Fig. 1: run 1, layout detail
Region (139, 40) to (159, 60) um. Cells in gray, sequential cells in the stronger gray; small squares are vias.
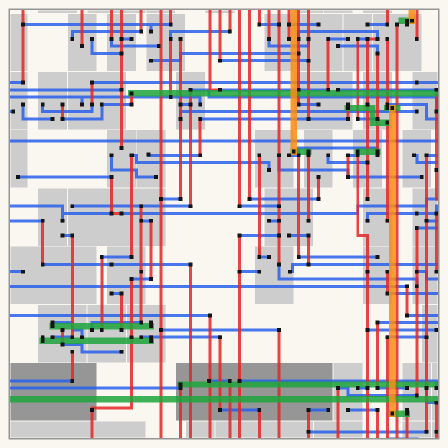
Fig. 2: run 1, congestion heat map
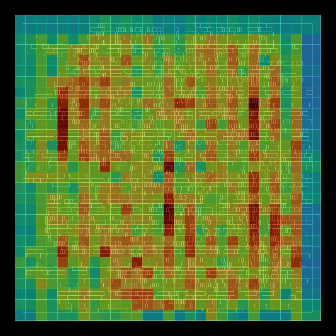
Fig. 3: run 1, clock distribution
Drawn at 1.5 px/um.
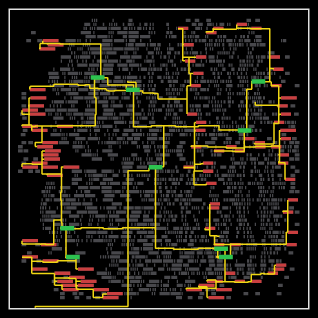
File: src/rtl/simd_mac_pkg.sv
// -----------------------------------------------------------------------------
// simd_mac_pkg
// Shared types, constants and the saturating adder used by the SIMD MAC array.
//   PIPE_LATENCY  cycles from input accept to result valid
//   lane_mode_t   per-lane operand signedness (1 = unsigned)
//   sat_add()     width-generic add with signed/unsigned clamping and an
//                 overflow flag; operands live in the low 'width' bits of a
//                 MAX_ACC_W container, so 'width' must be below MAX_ACC_W.
// -----------------------------------------------------------------------------
package simd_mac_pkg;

  localparam int PIPE_LATENCY = 2;
  localparam int MAX_ACC_W    = 64;

  typedef struct packed {
    logic unsigned_a;
    logic unsigned_b;
  } lane_mode_t;

  typedef struct packed {
    logic [MAX_ACC_W-1:0] sum;
    logic                 ovf;
  } sat_result_t;

  function automatic sat_result_t sat_add(input logic [MAX_ACC_W-1:0] acc,
                                          input logic [MAX_ACC_W-1:0] p,
                                          input logic                 is_signed,
                                          input int                   width);
    logic [MAX_ACC_W:0] mask;
    logic [MAX_ACC_W:0] msb;
    logic [MAX_ACC_W:0] sum_full;
    logic               acc_neg;
    logic               p_neg;
    logic               sum_neg;
    sat_result_t        r;
    mask     = ((MAX_ACC_W+1)'(1) << width) - (MAX_ACC_W+1)'(1);
    msb      = (MAX_ACC_W+1)'(1) << (width - 1);
    sum_full = ({1'b0, acc} & mask) + ({1'b0, p} & mask);
    acc_neg  = |({1'b0, acc} & msb);
    p_neg    = |({1'b0, p} & msb);
    sum_neg  = |(sum_full & msb);
    r.sum    = sum_full[MAX_ACC_W-1:0] & mask[MAX_ACC_W-1:0];
    r.ovf    = 1'b0;
    if (is_signed) begin
      // Two's complement overflow: addends agree in sign, the sum does not.
      if ((acc_neg == p_neg) && (sum_neg != acc_neg)) begin
        r.ovf = 1'b1;
        r.sum = acc_neg ? msb[MAX_ACC_W-1:0] : (msb[MAX_ACC_W-1:0] - MAX_ACC_W'(1));
      end
    end else if (|(sum_full & (msb << 1))) begin
      // Unsigned overflow: carry out of the top accumulator bit.
      r.ovf = 1'b1;
      r.sum = mask[MAX_ACC_W-1:0];
    end
    return r;
  endfunction

endpackage

File: src/rtl/simd_mac_array_lane.sv
// -----------------------------------------------------------------------------
// simd_mac_lane
// One lane: operand extension, multiply, and the stage-2 accumulator register.
// Optional saturation when SIMD_MAC_SATURATE_EN is defined.
//   clk, rst     clock and synchronous active-high reset
//   en           pipeline advance into stage 2
//   a, b         stage-1 operands
//   mode         stage-1 signedness of a and b
//   acc_en       accumulate mode
//   load_acc     restart accumulation (already gated by acc_en upstream)
//   acc          accumulator / result
//   ovf          sticky clamp flag (SIMD_MAC_SATURATE_EN only)
// -----------------------------------------------------------------------------
module simd_mac_lane
  import simd_mac_pkg::*;
#(
  parameter int A_WIDTH   = 10,
  parameter int B_WIDTH   = 9,
  parameter int ACC_WIDTH = 24
) (
  input  logic                 clk,
  input  logic                 rst,
  input  logic                 en,
  input  logic [A_WIDTH-1:0]   a,
  input  logic [B_WIDTH-1:0]   b,
  input  lane_mode_t           mode,
  input  logic                 acc_en,
  input  logic                 load_acc,
  output logic [ACC_WIDTH-1:0] acc
`ifdef SIMD_MAC_SATURATE_EN
  ,
  output logic                 ovf
`endif
);

  // Product is computed wide enough to hold either the full product or the
  // accumulator, whichever is larger; only the low ACC_WIDTH bits are kept.
  localparam int PW = A_WIDTH + B_WIDTH + 2;
  localparam int EW = (PW > ACC_WIDTH) ? PW : ACC_WIDTH;

  logic signed [A_WIDTH:0] a_ext;
  logic signed [B_WIDTH:0] b_ext;
  logic signed [EW-1:0]    prod_full;
  logic [ACC_WIDTH-1:0]    prod;
  logic [ACC_WIDTH-1:0]    acc_next;
  logic                    restart;

  // One extra bit per operand makes zero- and sign-extension a single signed multiply.
  assign a_ext     = {~mode.unsigned_a & a[A_WIDTH-1], a};
  assign b_ext     = {~mode.unsigned_b & b[B_WIDTH-1], b};
  assign prod_full = EW'(a_ext) * EW'(b_ext);
  assign prod      = prod_full[ACC_WIDTH-1:0];
  assign restart   = ~acc_en | load_acc;

`ifdef SIMD_MAC_SATURATE_EN
  sat_result_t sr;
  logic        is_signed;
  logic        sat_unused;

  assign is_signed  = ~(mode.unsigned_a & mode.unsigned_b);
  assign sr         = sat_add(MAX_ACC_W'(acc), MAX_ACC_W'(prod), is_signed, ACC_WIDTH);
  assign acc_next   = sr.sum[ACC_WIDTH-1:0];
  assign sat_unused = ^sr.sum[MAX_ACC_W-1:ACC_WIDTH];

  always_ff @(posedge clk) begin
    if (rst) begin
      ovf <= 1'b0;
    end else if (en) begin
      if (acc_en & load_acc) begin
        ovf <= 1'b0;
      end else if (~restart & sr.ovf) begin
        ovf <= 1'b1;
      end
    end
  end
`else
  assign acc_next = acc + prod;
`endif

  always_ff @(posedge clk) begin
    if (rst) begin
      acc <= '0;
    end else if (en) begin
      acc <= restart ? prod : acc_next;
    end
  end

endmodule

File: src/rtl/simd_mac_array.sv
// -----------------------------------------------------------------------------
// simd_mac_array
// N-lane SIMD multiply-accumulate with a 2-stage valid/ready pipeline.
// Stage 1 captures operands and mode bits; stage 2 is the per-lane
// accumulator, which drives z_o directly.
// Optional feature macro: SIMD_MAC_SATURATE_EN (saturating accumulate, ovf_o).
//   clock_i, reset_i         clock, synchronous active-high reset
//   valid_i / ready_o        input handshake
//   a_i, b_i                 packed lane operands
//   unsigned_a_i/_b_i        per-lane signedness (1 = unsigned)
//   acc_en_i, load_acc_i     accumulate mode, restart accumulation
//   valid_o / ready_i        output handshake
//   z_o                      packed lane results
//   ovf_o                    sticky per-lane clamp flag (macro only)
// -----------------------------------------------------------------------------
module simd_mac_array
  import simd_mac_pkg::*;
#(
  parameter int NUM_CH    = 2,
  parameter int A_WIDTH   = 10,
  parameter int B_WIDTH   = 9,
  parameter int ACC_WIDTH = 24
) (
  input  logic                          clock_i,
  input  logic                          reset_i,
  input  logic                          valid_i,
  output logic                          ready_o,
  input  logic [NUM_CH*A_WIDTH-1:0]     a_i,
  input  logic [NUM_CH*B_WIDTH-1:0]     b_i,
  input  logic [NUM_CH-1:0]             unsigned_a_i,
  input  logic [NUM_CH-1:0]             unsigned_b_i,
  input  logic                          acc_en_i,
  input  logic                          load_acc_i,
  output logic                          valid_o,
  input  logic                          ready_i,
  output logic [NUM_CH*ACC_WIDTH-1:0]   z_o
`ifdef SIMD_MAC_SATURATE_EN
  ,
  output logic [NUM_CH-1:0]             ovf_o
`endif
);

  logic                      s1_valid;
  logic [NUM_CH*A_WIDTH-1:0] s1_a;
  logic [NUM_CH*B_WIDTH-1:0] s1_b;
  logic [NUM_CH-1:0]         s1_ua;
  logic [NUM_CH-1:0]         s1_ub;
  logic                      s1_acc_en;
  logic                      s1_load;
  logic                      adv2;
  logic                      accept;

  // Stage 2 moves when it is empty or being drained; stage 1 can refill in
  // the same cycle it empties, so there is no bubble at full throughput.
  assign adv2    = s1_valid & (~valid_o | ready_i);
  // NOTE: ready_o is combinational on ready_i so a full pipe keeps 1 beat/cycle.
  assign ready_o = ~s1_valid | adv2;
  assign accept  = valid_i & ready_o;

  always_ff @(posedge clock_i) begin
    if (reset_i) begin
      s1_valid <= 1'b0;
      valid_o  <= 1'b0;
    end else begin
      if (accept) begin
        s1_valid <= 1'b1;
      end else if (adv2) begin
        s1_valid <= 1'b0;
      end
      if (adv2) begin
        valid_o <= 1'b1;
      end else if (ready_i) begin
        valid_o <= 1'b0;
      end
    end
  end

  // NOTE: stage-1 payload is not reset; s1_valid alone qualifies it.
  always_ff @(posedge clock_i) begin
    if (accept) begin
      s1_a      <= a_i;
      s1_b      <= b_i;
      s1_ua     <= unsigned_a_i;
      s1_ub     <= unsigned_b_i;
      s1_acc_en <= acc_en_i;
      s1_load   <= load_acc_i & acc_en_i;
    end
  end

  for (genvar k = 0; k < NUM_CH; k++) begin : g_lane
    lane_mode_t mode;
    assign mode = '{unsigned_a: s1_ua[k], unsigned_b: s1_ub[k]};

    simd_mac_lane #(
      .A_WIDTH  (A_WIDTH),
      .B_WIDTH  (B_WIDTH),
      .ACC_WIDTH(ACC_WIDTH)
    ) u_lane (
      .clk     (clock_i),
      .rst     (reset_i),
      .en      (adv2),
      .a       (s1_a[k*A_WIDTH +: A_WIDTH]),
      .b       (s1_b[k*B_WIDTH +: B_WIDTH]),
      .mode    (mode),
      .acc_en  (s1_acc_en),
      .load_acc(s1_load),
      .acc     (z_o[k*ACC_WIDTH +: ACC_WIDTH])
`ifdef SIMD_MAC_SATURATE_EN
      ,
      .ovf     (ovf_o[k])
`endif
    );
  end

endmodule

File: config.mk
export PLATFORM = sky130hd
export DESIGN_NAME = simd_mac_array
export DESIGN_NICKNAME = d
export VERILOG_FILES = /design/src/rtl/simd_mac_pkg.sv /design/src/rtl/simd_mac_array_lane.sv /design/src/rtl/simd_mac_array.sv
export SDC_FILE = /design/constraint.sdc
export NUM_CORES = 1
export LEC_CHECK = 0
export ABC_AREA = 1
export CORE_MARGIN = 5
export CORE_UTILIZATION = 45
export DETAILED_ROUTE_END_ITERATION = 16
export GPL_ROUTABILITY_DRIVEN = 0
export HOLD_SLACK_MARGIN = 0.15
export PLACE_DENSITY = 0.61
export SYNTH_ARGS = -nofsm -noshare
export SYNTH_HDL_FRONTEND = slang
export SYNTH_SLANG_ARGS = --single-unit
File: constraint.sdc
create_clock -name clock_i -period 18.2 [get_ports clock_i]
set_clock_uncertainty 0.2 [all_clocks]
set_input_delay 3.64 -clock clock_i [delete_from_list [all_inputs] [get_ports clock_i]]
set_output_delay 3.64 -clock clock_i [all_outputs]
set_load 0.02 [all_outputs]
==> metrics.cfg, run 1 <==
[floorplan]
pin_count=98
coreArea_um2=35310
fp_util_pct=45.34
fp.dieW_um=198.6
floorplan.tapcells=461
die.size.y_um=198.6

[layout]
clockNetworkAreaShare_pct=1.748
final-seq-area_um2=2322
final_net_count=2694
antenna_diodes=0
logic_gate_count=1563
non_clock_buffer_area_share_pct=5.598
final.signal_inverter_count=527

[yosys]
netlist.top_cell.by_instances=sky130_fd_sc_hd__nand2_1
ys_top_logic_family=adder cells
postSynth.topFlopCell=sky130_fd_sc_hd__dfxtp_1
syn-cell-area_um2=16010
post_synth_tally_of_flip_flops_with_integrated_enable=44
synth.top_cell.area_share_pct=25.01
synth.yosys.num_cells=2246
leading_area_contributor_after_synthesis=sky130_fd_sc_hd__fa_1
top_cells_by_count=sky130_fd_sc_hd__nand2_1, sky130_fd_sc_hd__inv_1, sky130_fd_sc_hd__fa_1
post_synth_fa_ha_maj_area_fraction_pct=36.89
yosys-mux-area-fraction_pct=0
synth_xor_xnor_area_share_pct=1.696
async_flop_share_pct=0
numSynthFlops=94
synthDistinctLibCells=43
syn-instance-count=2246
seq_area_frac_synth_pct=14.51

[worst_setup_path]
end_kind=output port
timing.rr.end=g_lane[1].u_lane.acc[18]
critical_path.most_common_cell=sky130_fd_sc_hd__clkdlybuf4s50_1
worst_setup_path_start_kind=primary input
critPathMaxStageDelay_ns=0.62
regToRegSetupSlack_ns=10.88
crit-reg2reg-launch=s1_b[17]
crit_path_top_delay_cell=sky130_fd_sc_hd__clkdlybuf4s50_1
worst_setup_path_endpoint=ready_o
crit_start=ready_i
timing.critical_path.depth=4

[sta]
final_hold_violation_count=0
timing_worst_slew_pin_value_ns=1.081
final.setup.worst_slack_ns=9.499

[placement]
post-place-cells=2744

[job]
timing.max_cap.violations=0

[clocking]
path_clk_slew_ns=0.08
cts_setup_buffers=0

[detailed_routing]
postRouteAntennaNets=0
dr_wl_met3_mm=1.751
dr_total_vias=13640
m1WireLength_mm=18.96

[grt]
antenna_violations_before_repair=0

[min_path]
whs_endpoint=valid_o

[status]
run_status=complete, no violations

Back to the opening pictures, Fig. 1:
Key: met3 = green; met4 = orange; met1 = blue; met2 = red
39 logic cells have their middle in the window. Netlist names of flops here include g_lane.u_lane.acc (2). Sequential cells in the window: 2. Most frequent: nand2_1 (15).

Back to the opening pictures, Fig. 2:
post-route core utilization: 49.88%
busiest metal layer after global routing: met2
met1 track utilization from global routing: 29.38%
met3 Use GR: 2.541%
GR Layer Usage met2: 33.89%

Back to the opening pictures, Fig. 3:
Key: cells driving clock nets = green [count 9]; flip-flops = red [count 94]; clock wires = yellow [length 1,920 um]
Position of the flops: spread over the die.
Late-Pin Clk Latency: 0.38 ns

==> run 1: placed cells by master (no fill, tap or decap), drive strengths merged, types with 44 or more instances in the layout <==
cell / instances
a21oi: 125
clkdlybuf4s50: 97
dfxtp: 50
edfxtp: 44
fa: 200
ha: 152
inv: 527
nand2: 609
nand3: 111
nor2: 169
o21ai: 75
==> run 1 -> run 2 <==
Settings changed: PLACE_DENSITY 0.61 to 0.64.
Clock period 18.2 ns to 7.05 ns, I/O delays scaled along.
==> run 2 against run 1 <==
Against the previous run: synthesized cell count is the same; design area grew 2.0%; worst hold slack lost 0.0017 ns; worst setup slack got worse by 9.1 ns; global-route usage up 0.59 points; sequential share of layout area decreased by 0.26 points; register-to-register slack worse by 10 ns; utilization increased by 0.98 points; die size did not move; clock-buffer cell count up 2; critical endpoint is now g_lane[0].u_lane.acc[22].
==> metrics.cfg, run 2 <==
[grt]
groute.layer.met2.usage_pct=35.19
met1_usage_pct=29.64
antenna_violations_before_repair=0
grt_first_pass_wirelength_mm=68.85
grt_busiest_layer=met2
global_route.usage.met3_pct=2.151

[floorplan]
fp.dieW_um=198.6
pin_count=98
fp_util_pct=45.34
coreArea_um2=35310
die.size.y_um=198.6
die_area_um2=39450

[layout]
final_net_count=2726
antenna_diodes=0
layout.cells.most_common=sky130_fd_sc_hd__nand2_1
most-common-layout-cells=sky130_fd_sc_hd__nand2_1, sky130_fd_sc_hd__inv_1, sky130_fd_sc_hd__fa_1, sky130_fd_sc_hd__ha_1, sky130_fd_sc_hd__nor2_1
stdcell_area_um2=17960
utilization_pct=50.86

[worst_setup_path]
timing.rr.end=g_lane[0].u_lane.acc[22]
regToRegSetupSlack_ns=0.41
timing.critical_path.depth=31
crit_path_top_delay_cell=sky130_fd_sc_hd__fa_2
end_kind=flip-flop
worst_setup_path_endpoint=g_lane[0].u_lane.acc[22]
crit-reg2reg-launch=s1_a[9]
worst_setup_path_start_kind=flip-flop
critPathMaxStageDelay_ns=0.65
critical_path.most_common_cell=sky130_fd_sc_hd__nand2_1
crit_start=s1_a[9]

[clocking]
cts_setup_buffers=0
post_cts_hold_buffer_count=0
path_clk_slew_ns=0.07
cts_num_sinks=94
worst_skew_pair.late_latency_ns=0.38

[yosys]
synth.yosys.num_cells=2246
netlist.top_cell.by_instances=sky130_fd_sc_hd__nand2_1
post_synth_tally_of_flip_flops_with_integrated_enable=44
synth_xor_xnor_area_share_pct=1.696
yosys-mux-area-fraction_pct=0
top_cells_by_count=sky130_fd_sc_hd__nand2_1, sky130_fd_sc_hd__inv_1, sky130_fd_sc_hd__fa_1
post_synth_fa_ha_maj_area_fraction_pct=36.89
synth.top_cell.area_share_pct=25.01
async_flop_share_pct=0
syn-cell-area_um2=16010
synthDistinctLibCells=43
seq_area_frac_synth_pct=14.51
numSynthFlops=94
ys_top_logic_family=adder cells
leading_area_contributor_after_synthesis=sky130_fd_sc_hd__fa_1
syn-instance-count=2246
synth.yosys.warnings=0

[detailed_routing]
postRouteAntennaNets=0
maxUsedRoutingLayer=met4
dr_total_vias=14030
m1WireLength_mm=18.95
dr_wl_met3_mm=1.934

[sta]
min_period_ns=6.644
timing_worst_slew_pin_value_ns=1.005
final_hold_violation_count=0
final.setup.worst_slack_ns=0.4061

[min_path]
min-delay-start=g_lane[0].u_lane.acc[19]
whs_endpoint=g_lane[0].u_lane.acc[19]

[placement]
io_buffers=97
placedInstanceArea_um2=17400
post-place-cells=2757

[status]
run_status=complete, no violations

[job]
timing.max_cap.violations=0

[run 2: cell counts after synthesis]
No cell type changed its count.
[run 2: final cells by class]
| cell class | count | area (um^2) | share of cell area [%] |
|---|---|---|---|
| multi-input cells | 1563 | 11510 | 64.11 |
| flip-flops and latches | 94 | 2322 | 12.93 |
| inverters | 527 | 1978 | 11.01 |
| repair buffers | 131 | 1224 | 6.813 |
| well taps | 461 | 576.8 | 3.212 |
| clock buffers | 12 | 289.0 | 1.609 |
| clock inverters | 4 | 55.05 | 0.3065 |
[run 2: kinds of logic after synthesis]
kind of cell	after synthesis
DFF	94
adders and majority gates	352
xor gates and xnor gates	31
buffers and inverters	589
AOI/OAI and AO/OA	221
and+or+nand+nor	959
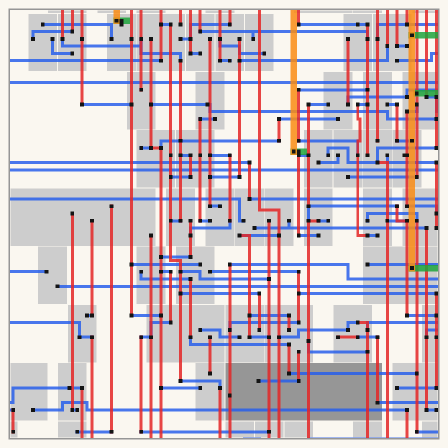
Fig. 4. Layout detail (run 2).
Region (139, 40) to (159, 60) um. Cells in gray, sequential cells in the stronger gray; small squares are vias.
Key: met2 = red; met1 = blue; met4 = orange; met3 = green
Netlist names of flops here include g_lane.u_lane.acc (1). Most frequent: nand2_1 (14), inv_1 (7), nor2_1 (6). 41 logic cells have their middle in the window. Sequential cells in the window: 1.

Fig. 5: run 2, metal 4
Drawn at 2 px/um.
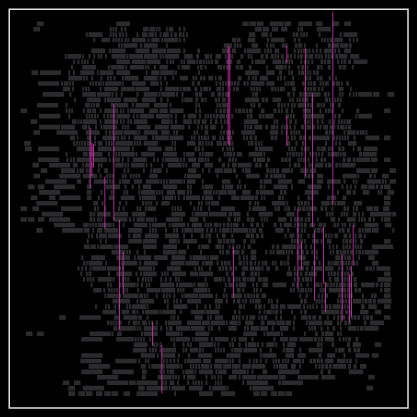

==> run 2 -> run 3 <==
Settings changed: CTS_CLUSTER_SIZE set to 25, REMOVE_ABC_BUFFERS set to 1.
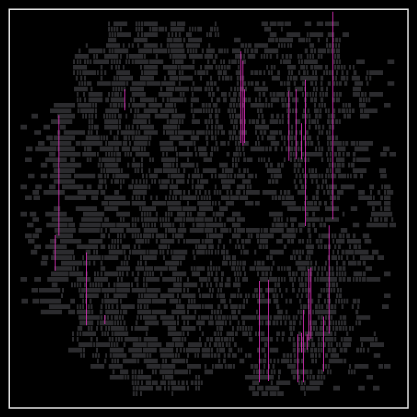
Fig. 6. Metal 4 (run 3).
Drawn at 2 px/um.
The layer holds 2.1% of the routed length. The layer carries 834 um of wire.
total detailed-routing wirelength: 39.60 mm
via count of the routed design: 13,820

==> run 3 against run 2 <==
Against the previous run: area after synthesis is the same; die size is the same; design area shrank 0.34%.
==> metrics.cfg, run 3 <==
[status]
run_status=complete, no violations

[yosys]
synthDistinctLibCells=43
netlist.top_cell.by_instances=sky130_fd_sc_hd__nand2_1
synth_xor_xnor_area_share_pct=1.696
postSynth.topFlopCell=sky130_fd_sc_hd__dfxtp_1
syn-cell-area_um2=16010
post_synth_tally_of_flip_flops_with_integrated_enable=44
synth.yosys.warnings=0
numSynthFlops=94
top_cells_by_count=sky130_fd_sc_hd__nand2_1, sky130_fd_sc_hd__inv_1, sky130_fd_sc_hd__fa_1

[detailed_routing]
dr_wl_met3_mm=2.324
maxUsedRoutingLayer=met4

[floorplan]
die.size.y_um=198.6
pin_count=98
die_area_um2=39450
coreArea_um2=35310
fp_util_pct=45.34

[clocking]
cts_num_sinks=94
cts_setup_buffers=0

[min_path]
min-delay-start=valid_o

[grt]
global_route.usage.met3_pct=2.829
antenna_violations_before_repair=0
grt_first_pass_wirelength_mm=66.59
met1_usage_pct=30.15

[layout]
most-common-layout-cells=sky130_fd_sc_hd__nand2_1, sky130_fd_sc_hd__inv_1, sky130_fd_sc_hd__fa_1, sky130_fd_sc_hd__nor2_1, sky130_fd_sc_hd__ha_1
layout.cells.most_common=sky130_fd_sc_hd__nand2_1
antenna_diodes=0

[worst_setup_path]
critPathMaxStageDelay_ns=0.59
worst_setup_path_start_kind=flip-flop
end_kind=flip-flop

[sta]
final_hold_violation_count=0
final.setup.worst_slack_ns=0.4506
timing_worst_slew_pin_value_ns=0.9521

## run 3: stage by stage
stage                     utilization, %  setup TNS, ns  cell area [um^2]
after CTS                          50.18              0             17720
after global routing               50.69       -0.03135             17900
final                              50.69              0             17900
after global placement             49.28              0             17400
after detailed placement           49.28              0             17400
after floorplan                        -              0             15740
## run 3: final cells by class
class                   count  area, um^2
flip-flops and latches     94        2322
fillers                  3405       17410
clock inverters             6       65.06
multi-input cells        1563       11470
clock buffers              10       250.2
repair buffers            133        1239
inverters                 527        1978
well taps                 461       576.8
## run 3: final timing paths
kind                                    to  cells past startpoint
setup / recovery  g_lane[1].u_lane.acc[23]                     30
hold / removal                     valid_o                      2
setup reg to reg  g_lane[1].u_lane.acc[23]                     30
hold reg to reg                    valid_o                      2
